--- src/rtl/div_unit.sv ---
// Iterative radix-2 restoring divider for RV64M DIV/DIVU/REM/REMU and W forms; writes back to the register file.
// Latency 66 cycles (64-bit) / 34 (word) / 1 (div-by-zero, signed overflow); busy holds while occupied, so the core stalls.
module div_unit #(
    parameter int DATA_W = 64,
    parameter int ADDR_W = 5
) (
    input  logic              clk,
    input  logic              rst,
    input  logic              start,
    input  logic [1:0]        op,
    input  logic              word,
    input  logic [DATA_W-1:0] a,
    input  logic [DATA_W-1:0] b,
    input  logic [ADDR_W-1:0] rd_addr,
    output logic              busy,
    output logic              done,
    output logic [DATA_W-1:0] result,
    output logic [ADDR_W-1:0] wb_addr,
    output logic              wb_we
);
    localparam int HALF  = 32;
    localparam int CNT_W = $clog2(DATA_W);

    typedef enum logic [1:0] {IDLE, ITER, FIX, DONE} state_t;

    state_t             state, state_nxt;
    logic               sel_rem, word_q, q_neg, r_neg;
    logic [CNT_W-1:0]   cnt;
    logic [DATA_W-1:0]  divisor, rem, quo;

    // Operand preparation, evaluated combinationally on the request inputs
    logic              signed_op, a_neg, b_neg, b_zero, ovf, special;
    logic [DATA_W-1:0] a_ext, b_ext, a_sx, a_mag, b_mag, a_min, spec_quo, spec_rem, spec_res;

    always_comb begin
        signed_op = ~op[0];
        a_sx      = word ? {{(DATA_W-HALF){a[HALF-1]}}, a[HALF-1:0]} : a;
        if (word) begin
            a_ext = signed_op ? a_sx : {{(DATA_W-HALF){1'b0}}, a[HALF-1:0]};
            b_ext = signed_op ? {{(DATA_W-HALF){b[HALF-1]}}, b[HALF-1:0]}
                              : {{(DATA_W-HALF){1'b0}}, b[HALF-1:0]};
            a_min = {{(DATA_W-HALF+1){1'b1}}, {(HALF-1){1'b0}}};
        end else begin
            a_ext = a;
            b_ext = b;
            a_min = {1'b1, {(DATA_W-1){1'b0}}};
        end
        a_neg    = signed_op & a_ext[DATA_W-1];
        b_neg    = signed_op & b_ext[DATA_W-1];
        a_mag    = a_neg ? -a_ext : a_ext;
        b_mag    = b_neg ? -b_ext : b_ext;
        b_zero   = (b_ext == '0);
        ovf      = signed_op & (a_ext == a_min) & (b_ext == '1);
        special  = b_zero | ovf;
        spec_quo = b_zero ? '1 : a_ext;
        spec_rem = b_zero ? a_sx : '0;
        spec_res = op[1] ? spec_rem : spec_quo;
    end

    // One restoring step: shift in the next dividend bit, subtract if it fits
    logic [DATA_W:0]   sh, diff;
    logic              fits;
    logic [DATA_W-1:0] rem_nxt;

    always_comb begin
        sh      = {rem, quo[DATA_W-1]};
        diff    = sh - {1'b0, divisor};
        fits    = ~diff[DATA_W];
        rem_nxt = fits ? diff[DATA_W-1:0] : sh[DATA_W-1:0];
    end

    logic [DATA_W-1:0] q_fix, r_fix, sel, fix_res;

    always_comb begin
        q_fix   = q_neg ? -quo : quo;
        r_fix   = r_neg ? -rem : rem;
        sel     = sel_rem ? r_fix : q_fix;
        fix_res = word_q ? {{(DATA_W-HALF){sel[HALF-1]}}, sel[HALF-1:0]} : sel;
    end

    always_comb begin
        state_nxt = state;
        busy      = (state != IDLE);
        done      = (state == DONE);
        wb_we     = done && (wb_addr != '0);
        case (state)
            IDLE:    if (start) state_nxt = special ? DONE : ITER;
            ITER:    if (cnt == '0) state_nxt = FIX;
            FIX:     state_nxt = DONE;
            DONE:    state_nxt = IDLE;
            default: state_nxt = IDLE;
        endcase
    end

    always_ff @(posedge clk) begin
        if (rst) begin
            state   <= IDLE;
            sel_rem <= 1'b0;
            word_q  <= 1'b0;
            q_neg   <= 1'b0;
            r_neg   <= 1'b0;
            cnt     <= '0;
            divisor <= '0;
            rem     <= '0;
            quo     <= '0;
            result  <= '0;
            wb_addr <= '0;
        end else begin
            state <= state_nxt;
            case (state)
                IDLE: if (start) begin
                    sel_rem <= op[1];
                    word_q  <= word;
                    wb_addr <= rd_addr;
                    q_neg   <= a_neg ^ b_neg;
                    r_neg   <= a_neg;
                    divisor <= b_mag;
                    rem     <= '0;
                    // Word dividends are pre-aligned to the top so the same shifter serves both widths
                    quo     <= word ? {a_mag[HALF-1:0], {(DATA_W-HALF){1'b0}}} : a_mag;
                    cnt     <= word ? CNT_W'(HALF-1) : CNT_W'(DATA_W-1);
                    if (special) result <= spec_res;
                end
                ITER: begin
                    rem <= rem_nxt;
                    quo <= {quo[DATA_W-2:0], fits};
                    cnt <= cnt - CNT_W'(1);
                end
                FIX:     result <= fix_res;
                default: ;
            endcase
        end
    end
endmodule

--- config.mk ---
export PLATFORM = sky130hd
export DESIGN_NAME = div_unit
export DESIGN_NICKNAME = d
export VERILOG_FILES = /design/src/rtl/div_unit.sv
export SDC_FILE = /design/constraint.sdc
export NUM_CORES = 1
export LEC_CHECK = 0
export CAP_MARGIN = 10
export CORE_UTILIZATION = 35
export CTS_CLUSTER_DIAMETER = 50
export DETAILED_ROUTE_END_ITERATION = 10
export PLACE_DENSITY_LB_ADDON = 0.15
export REMOVE_ABC_BUFFERS = 1
export SYNTH_ARGS = -nofsm -noshare
export SYNTH_HDL_FRONTEND = slang
export SYNTH_SLANG_ARGS = --single-unit
--- constraint.sdc ---
create_clock -name clk -period 10.95 [get_ports clk]
set_input_delay 1.6425 -clock clk [delete_from_list [all_inputs] [get_ports clk]]
set_output_delay 1.6425 -clock clk [all_outputs]
set_load 0.01 [all_outputs]
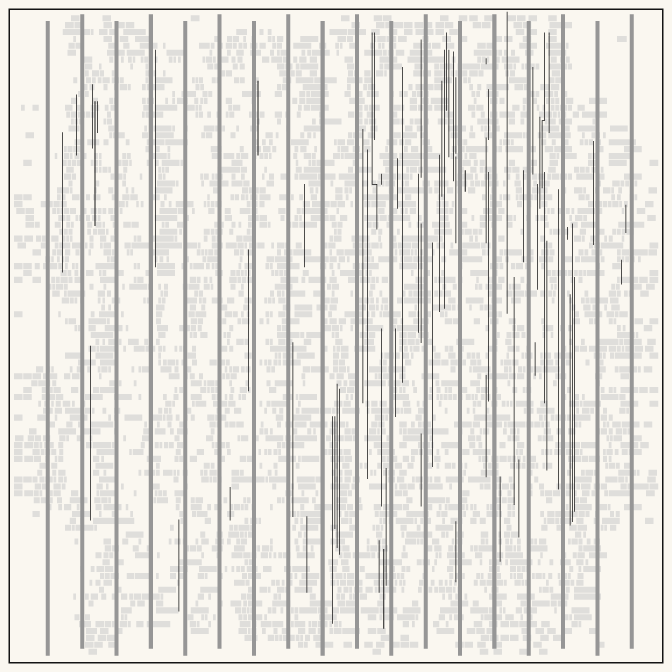
Figure 1: run 1, signal wires on met4.
Supply wires on this layer in grey. Cells faint in the background.
- wire length on this layer: 3660 µm
- longest straight run: 130 µm

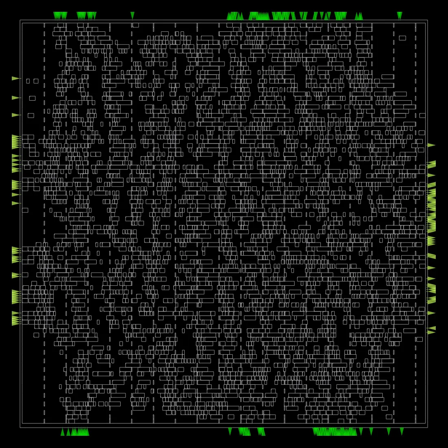
Figure 2: run 1, placed standard cells.
fill count: 6644
final cell count without fillers: 4236

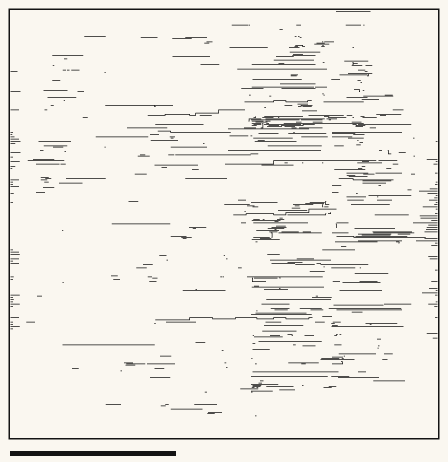
Figure 3: run 1, signal wires on met3.
Bar = 100 µm.
- main direction: horizontal
- wire length on this layer: 5220 µm

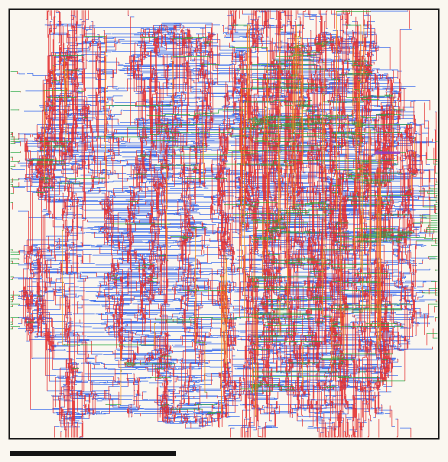
Figure 4: run 1, routed metal, one colour a layer.
Bar = 100 µm.
- purple: met5 (wire length 13.8 µm)
- orange: met4 (wire length 3660 µm)
- red: met2 (wire length 40.7 mm)
- green: met3 (wire length 5220 µm)
- blue: met1 (wire length 41.7 mm)

==> flow_metrics.tcl, run 1 <==
# place-and-route summary
set metrics [dict create \
    path_class "input pin to flop" \
    comb_cells 2670 \
    top_area_frac 0.239 \
    hold_start "divisor[49]$_SDFFE_PP0P_" \
    synthFlopType "dfxtp_1" \
    routed_via_density 5.81 \
    xor_share 0.113 \
    outcome "complete, no violations" \
    clkPwrFrac 0.172 \
    cts_hold_buf 0 \
    p_seq_mw 1.64 \
    drtIter0Drc 2156 \
    powerDensity_mw_per_mm2 315 \
    fin_crit_sh 0.604 \
    ys_sh_mux 0.00443 \
    cp_data_required_time_ns 11.37 \
    dp.cells 4154 \
    grt_util_met3 0.0305 \
    ys_seq_elements 273 \
    top_logic_kind "AND-OR/OR-AND gates" \
    slew_viol_final 0 \
    slew_headroom 0.245 \
    path_max_fanout 61 \
    n_tap_cell 855 \
    combGateArea_mm2 0.0161 \
    wl_mm 91.3 \
    antenna_found_initial 2 \
    layout.nonclk_buf_frac 0.0880 \
    vias 24632 \
    rows 93 \
    ys_sh_adder 0.0428 \
    grt_pass1_wl_mm 139 \
    worst_pin_slew_ns 1.13 \
    worstHoldPathType "flop to flop" \
    clkTransAtPathRegs_ns 0.05 \
    holdPathEnd "divisor[49]$_SDFFE_PP0P_" \
    worstHoldPathCells 2 \
    insertedDiodeCount 1 \
    postSynth.asyncResetShare 0 \
    use_met2 0.425 \
    critPathSlowestCell "o22ai_4" \
    regArea_mm2 0.00547 \
    swShare 0.521 \
    nNonClkBuffers 247 \
    period_minus_slack_ns 6.61 \
    finalSetupViolCount 0 \
    top_layer "met5" \
    final_layout_top_logic_cell "nand2_1" \
    rr_worst_depth 14 \
    yosysUniqueCellTypes 82 \
    ys_cells 3306 \
    rsz0062_at_grt "false" \
    lay_top_cells "nand2_1 (396), a21oi_1 (389), nor2_1 (371)" \
    r2r_start "quo[63]$_SDFFE_PP0P_" \
    track_usage 0.265 \
    startpoint "b[15]" \
    synthTopCellsByCount "nand2_1 (397), a21oi_1 (394), nor2_1 (372)" \
    post-route-util 0.418 \
    p_int_mw 4.06 \
    cts_buffers 43 \
    floorplan.core_util 0.355 \
    clk-power_mw 1.46 \
    use_met1 0.362 \
    r2r-end "rem[44]$_SDFFE_PP0P_" \
    yosysWarnings 0 \
    setup_ws_ns 4.34 \
    drt-met1-wl_mm 41.7 \
    clock_skew_ns 0.0323 \
    cts-resized-gates 0 \
    die_area_mm2 0.0664 \
    start_kind "input pin" \
    simple_gate_share 0.226 \
    top_usage_layer "met2" \
    grt_pass1_vias 22853 \
    aoi_share 0.314 \
    holdWs_ns 0.448 \
    finalNetCount 3560 \
    yosysSeqAreaShare 0.239 \
    syn_area_mm2 0.0229 \
    p_comb_frac 0.635 \
    cpMostUsedCell "buf_4" \
    warnings 30 \
    final_area_mm2 0.0269 \
    p_total_mw 8.47 \
    path_delay_family "simple AND/OR/NAND/NOR gates" \
]
==> run 2, diff against run 1 <==
==> constraint.sdc (replaced) <==
create_clock -name clk -period 6.08 [get_ports clk]
set_input_delay 0.912 -clock clk [delete_from_list [all_inputs] [get_ports clk]]
set_output_delay 0.912 -clock clk [all_outputs]
set_load 0.01 [all_outputs]
==> run 2 against run 1 <==
Compared with the run above: total power increased by 84%; die size unchanged; synthesized cell count unchanged; sequential cell count unchanged; first-iteration DRC count decreased by 0.51%; critical path depth decreased by 1; via count increased by 0.33%; clock skew decreased by 0.0010 ns.
==> flow_metrics.tcl, run 2 <==
# place-and-route summary
set metrics [dict create \
    outcome "complete, no violations" \
    clkPwrFrac 0.180 \
    rsz0062_at_grt "false" \
    worst_pin_slew_ns 1.06 \
    p_int_mw 7.59 \
    die_area_mm2 0.0664 \
    cp_data_required_time_ns 6.51 \
    r2r_start "quo[2]$_SDFFE_PP0P_" \
    xor_share 0.113 \
    ys_cells 3306 \
    syn_area_mm2 0.0229 \
    cts_hold_buf 0 \
    use_met1 0.368 \
    clk-power_mw 2.80 \
    swShare 0.512 \
    cts-resized-gates 0 \
    setup_ws_ns 1.63 \
    p_seq_mw 2.95 \
    floorplan.core_util 0.355 \
    r2r-end "result[34]$_SDFFE_PP0P_" \
    synthTopCellsByCount "nand2_1 (397), a21oi_1 (394), nor2_1 (372)" \
    nFillCells 6784 \
    startpoint "quo[2]$_SDFFE_PP0P_" \
    warnings 30 \
    slew_viol_final 0 \
    slew_headroom 0.296 \
    post-route-util 0.422 \
    nNonClkBuffers 259 \
    powerDensity_mw_per_mm2 572 \
    lay_top_cells "nand2_1 (396), a21oi_1 (389), nor2_1 (371)" \
    vias 24714 \
    simple_gate_share 0.226 \
    path_delay_family "simple AND/OR/NAND/NOR gates" \
    top_area_frac 0.239 \
    holdWs_ns 0.450 \
    clock_skew_ns 0.0313 \
    yosysWarnings 0 \
    antenna_found_initial 0 \
    wl_mm 91.1 \
    postSynth.asyncResetShare 0 \
    path_class "flop to flop" \
    routed_via_density 5.82 \
    n_tap_cell 855 \
    hold_start "result[21]$_SDFFE_PP0P_" \
    fin_crit_sh 0.733 \
    ys_sh_mux 0.00443 \
    p_comb_frac 0.631 \
    synthFlopType "dfxtp_1" \
    regArea_mm2 0.00547 \
    comb_cells 2670 \
    combGateArea_mm2 0.0161 \
    worstHoldPathType "flop to flop" \
    rows 93 \
    p_total_mw 15.6 \
    critPathSlowestCell "nor4_1" \
    yosysUniqueCellTypes 82 \
    top_usage_layer "met2" \
    final_area_mm2 0.0272 \
    drt-met1-wl_mm 41.6 \
    finalSetupViolCount 0 \
    top_layer "met4" \
    period_minus_slack_ns 4.45 \
    dp.cells 4165 \
    top_logic_kind "AND-OR/OR-AND gates" \
    cpMostUsedCell "nor4_1" \
    ys_sh_adder 0.0428 \
    finalNetCount 3574 \
    worstHoldPathCells 2 \
    path_max_fanout 32 \
    aoi_share 0.314 \
    holdPathEnd "result[21]$_SDFFE_PP0P_" \
    yosysSeqAreaShare 0.239 \
    grt_pass1_vias 23221 \
    grt_util_met3 0.0264 \
    layout.nonclk_buf_frac 0.0924 \
]
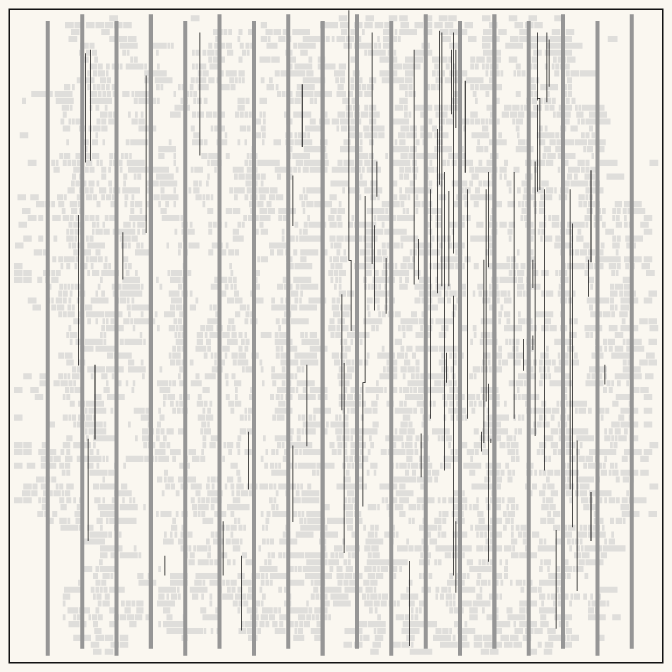
Figure 5: run 2, signal wires on met4.
Supply wires on this layer in grey. Cells faint in the background.
- longest straight run: 120 µm
- nets with wire on the layer: 48
- main direction: vertical
- share of all routed wire: 3.6%
- wire length on this layer: 3280 µm

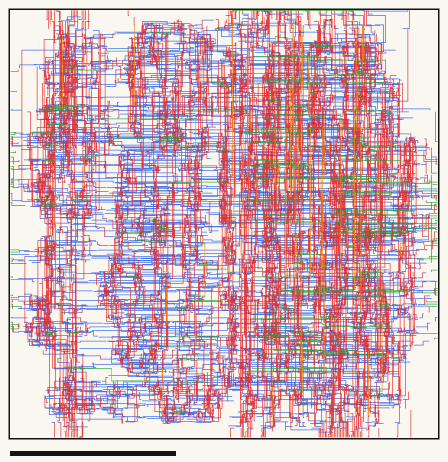
Figure 6: run 2, routed metal, one colour a layer.
Bar = 100 µm.
- blue: met1 (wire length 41.6 mm)
- green: met3 (wire length 5120 µm)
- red: met2 (wire length 41.1 mm)
- orange: met4 (wire length 3280 µm)

==> run 3, diff against run 2 <==
==> constraint.sdc (replaced) <==
create_clock -name clk -period 4.25 [get_ports clk]
set_input_delay 0.6375 -clock clk [delete_from_list [all_inputs] [get_ports clk]]
set_output_delay 0.6375 -clock clk [all_outputs]
set_load 0.01 [all_outputs]
==> run 3 against run 2 <==
Compared with the run above: setup slack worse by 1.3 ns; clock skew down 0.0014 ns; cell area up 3.8%; cell count is 3.0% higher; critical path depth fell by 2; clock power is 42% higher; combinational power increased by 51%; critical path type unchanged.
==> flow_metrics.tcl, run 3 <==
# place-and-route summary
set metrics [dict create \
    irDropWorstVdd_uv 742 \
    critPathBufInv 1 \
    worstSkewPairLatency_ns 0.61 \
    yosys_area_mm2 0.0229 \
    combGateArea_mm2 0.0161 \
    timing.fmax_ghz 0.252 \
    grt_pass1_wl_mm 143 \
    clkTransAtPathRegs_ns 0.05 \
    hold_violations 0 \
    clkPwrFrac 0.173 \
    ioPinCount 211 \
    top_area_frac 0.239 \
    clk-power_mw 3.97 \
    avgSynthCellArea_um2 6.92 \
    wl_met2_mm 41.9 \
    post-route-util 0.438 \
    critical_path_depth 10 \
    worstHoldPathType "flop to flop" \
    final_area_mm2 0.0282 \
    r2r-end "result[47]$_SDFFE_PP0P_" \
    start_kind "flop" \
    grt_util_met3 0.0277 \
    simple_gate_share 0.226 \
    slew_headroom 0.207 \
    critical_path_arrival_ns 4.44 \
    worst_pin_slew_ns 1.19 \
    io_buffers 210 \
    most_common_cell "nand2_1" \
    setup_ws_ns 0.288 \
    dr.pass1.iters 7 \
    dpl_cell_area_mm2 0.0266 \
    cts-resized-gates 0 \
    p_comb_frac 0.644 \
    outcome "complete, no violations" \
    p_seq_mw 4.20 \
    holdWs_ns 0.447 \
    overflow 0 \
    cp_data_required_time_ns 4.73 \
    slew_viol_final 0 \
    finalSetupViolCount 0 \
    top_area_cell "dfxtp_1" \
    area_delta_synth_final_pct 23.5 \
    regArea_mm2 0.00547 \
    place_congestion 0.966 \
    setup_tns_ns 0 \
    aoi_share 0.314 \
    warnings 30 \
    rr_worst_depth 10 \
    r2r_setup_slack_ns 0.29 \
    lay_top_cells "nand2_1 (396), a21oi_1 (389), nor2_1 (371)" \
    avgRoutedWirePerCell_um 21.3 \
    core_mm2 0.0645 \
    use_met2 0.434 \
    inv_count 110 \
    yosysSeqAreaShare 0.239 \
    dieHeight_um 258 \
    synthFlopType "dfxtp_1" \
    powerDensity_mw_per_mm2 813 \
    cts.path.max_buffers 3 \
    rows 93 \
    yosysUniqueCellTypes 82 \
    cts_post_setup_buffers_inserted 0 \
    cp-end-kind "flop" \
    finalNetCount 3698 \
    floorplan.core_util 0.355 \
    layout.nonclk_buf_frac 0.126 \
    largestClassByArea "multi-input combinational cells" \
    htree_levels 2 \
    path_max_fanout 8 \
    die_area_mm2 0.0664 \
    pwr-share-seq 0.183 \
    cts_root_buffer "clkbuf_16" \
    path_class "flop to flop" \
    clock_skew_ns 0.0299 \
    cp_cell_sequence "or4_4 > nor3_4 > nand3_1 > or4_1 > buf_4 > or3_1 > o31ai_1 > xor2_1 > o221ai_1 > a32o_1" \
    r2r_start "rem[6]$_SDFFE_PP0P_" \
    p_int_mw 11.2 \
    top_logic_kind "AND-OR/OR-AND gates" \
    hold_start "result[42]$_SDFFE_PP0P_" \
    routed_via_density 5.78 \
    fin_crit_sh 0.932 \
    synthTopCellsByCount "nand2_1 (397), a21oi_1 (394), nor2_1 (372)" \
    syn_area_mm2 0.0229 \
    worstHoldPathCells 2 \
    cp_slowest_stage_delay_ns 0.63 \
    p_switching_mw 11.7 \
    edf_count 0 \
    drtIter0Drc 2044 \
    critPathSlowestCell "or4_1" \
    pg_comb_mw 14.8 \
    top_power_group "combinational logic" \
    holdPathEnd "result[42]$_SDFFE_PP0P_" \
    wl_mm 93.3 \
    final_layout_top_logic_cell "nand2_1" \
    ys_sh_adder 0.0428 \
    insertedDiodeCount 0 \
    die_x_um 258 \
    area_leaders "dfxtp_1 (24%), a21oi_1 (8.6%), nand2_1 (6.5%)" \
    vias 25305 \
    drc_errors 0 \
    nClkBuffers 57 \
    track_usage 0.272 \
    fin_cells 4376 \
    p_total_mw 23.0 \
    ys_sh_mux 0.00443 \
    nNonClkBuffers 381 \
    dp.cells 4289 \
    rsz0062_at_grt "false" \
    xor_share 0.113 \
    cts_tree "done" \
    cts_buffers 47 \
    drt-met1-wl_mm 42.3 \
    top_layer "met5" \
    antenna_found_initial 1 \
    period_minus_slack_ns 3.96 \
    postSynth.asyncResetShare 0 \
    cap_viol_max_count 0 \
    ys_seq_elements 273 \
    comb_cells 2670 \
    cts_hold_buf 0 \
    path_delay_family "simple AND/OR/NAND/NOR gates" \
    place_ws_ns 0.00522 \
    yosysWarnings 0 \
    use_met1 0.372 \
    ys_cells 3306 \
    hpwl_mm 70.6 \
    grt_pass1_vias 23706 \
    startpoint "rem[6]$_SDFFE_PP0P_" \
    top_usage_layer "met2" \
    cp-endpoint "result[47]$_SDFFE_PP0P_" \
    swShare 0.511 \
]
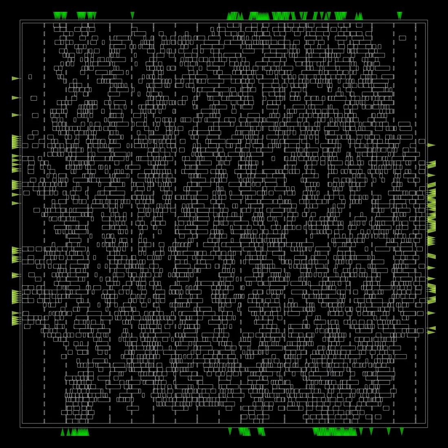
Figure 7: run 3, placed standard cells.
TAP cells: 855
Seq area share: 0.194
fill count: 6674
flip-flops: 273

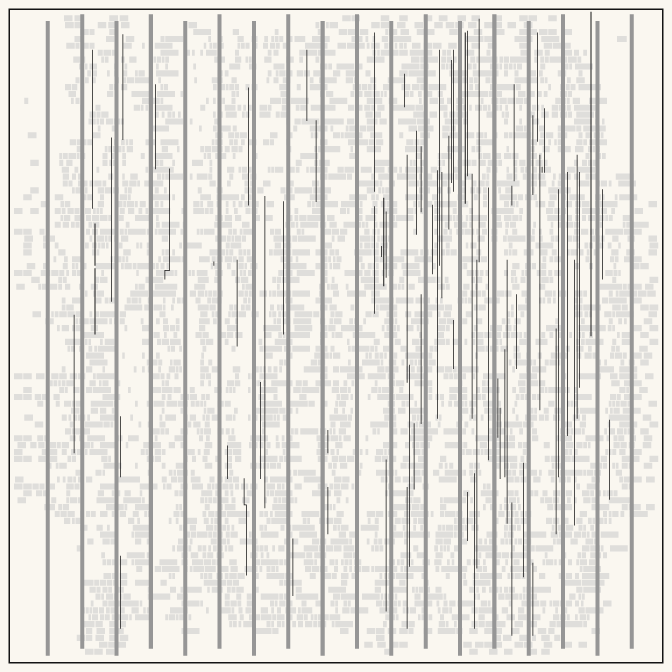
Figure 8: run 3, signal wires on met4.
Supply wires on this layer in grey. Cells faint in the background.
- nets with wire on the layer: 58
- wire length on this layer: 3900 µm
- longest straight run: 128 µm
- share of all routed wire: 4.2%

Power figures rest on the tool's default switching activity, not on a simulated workload.
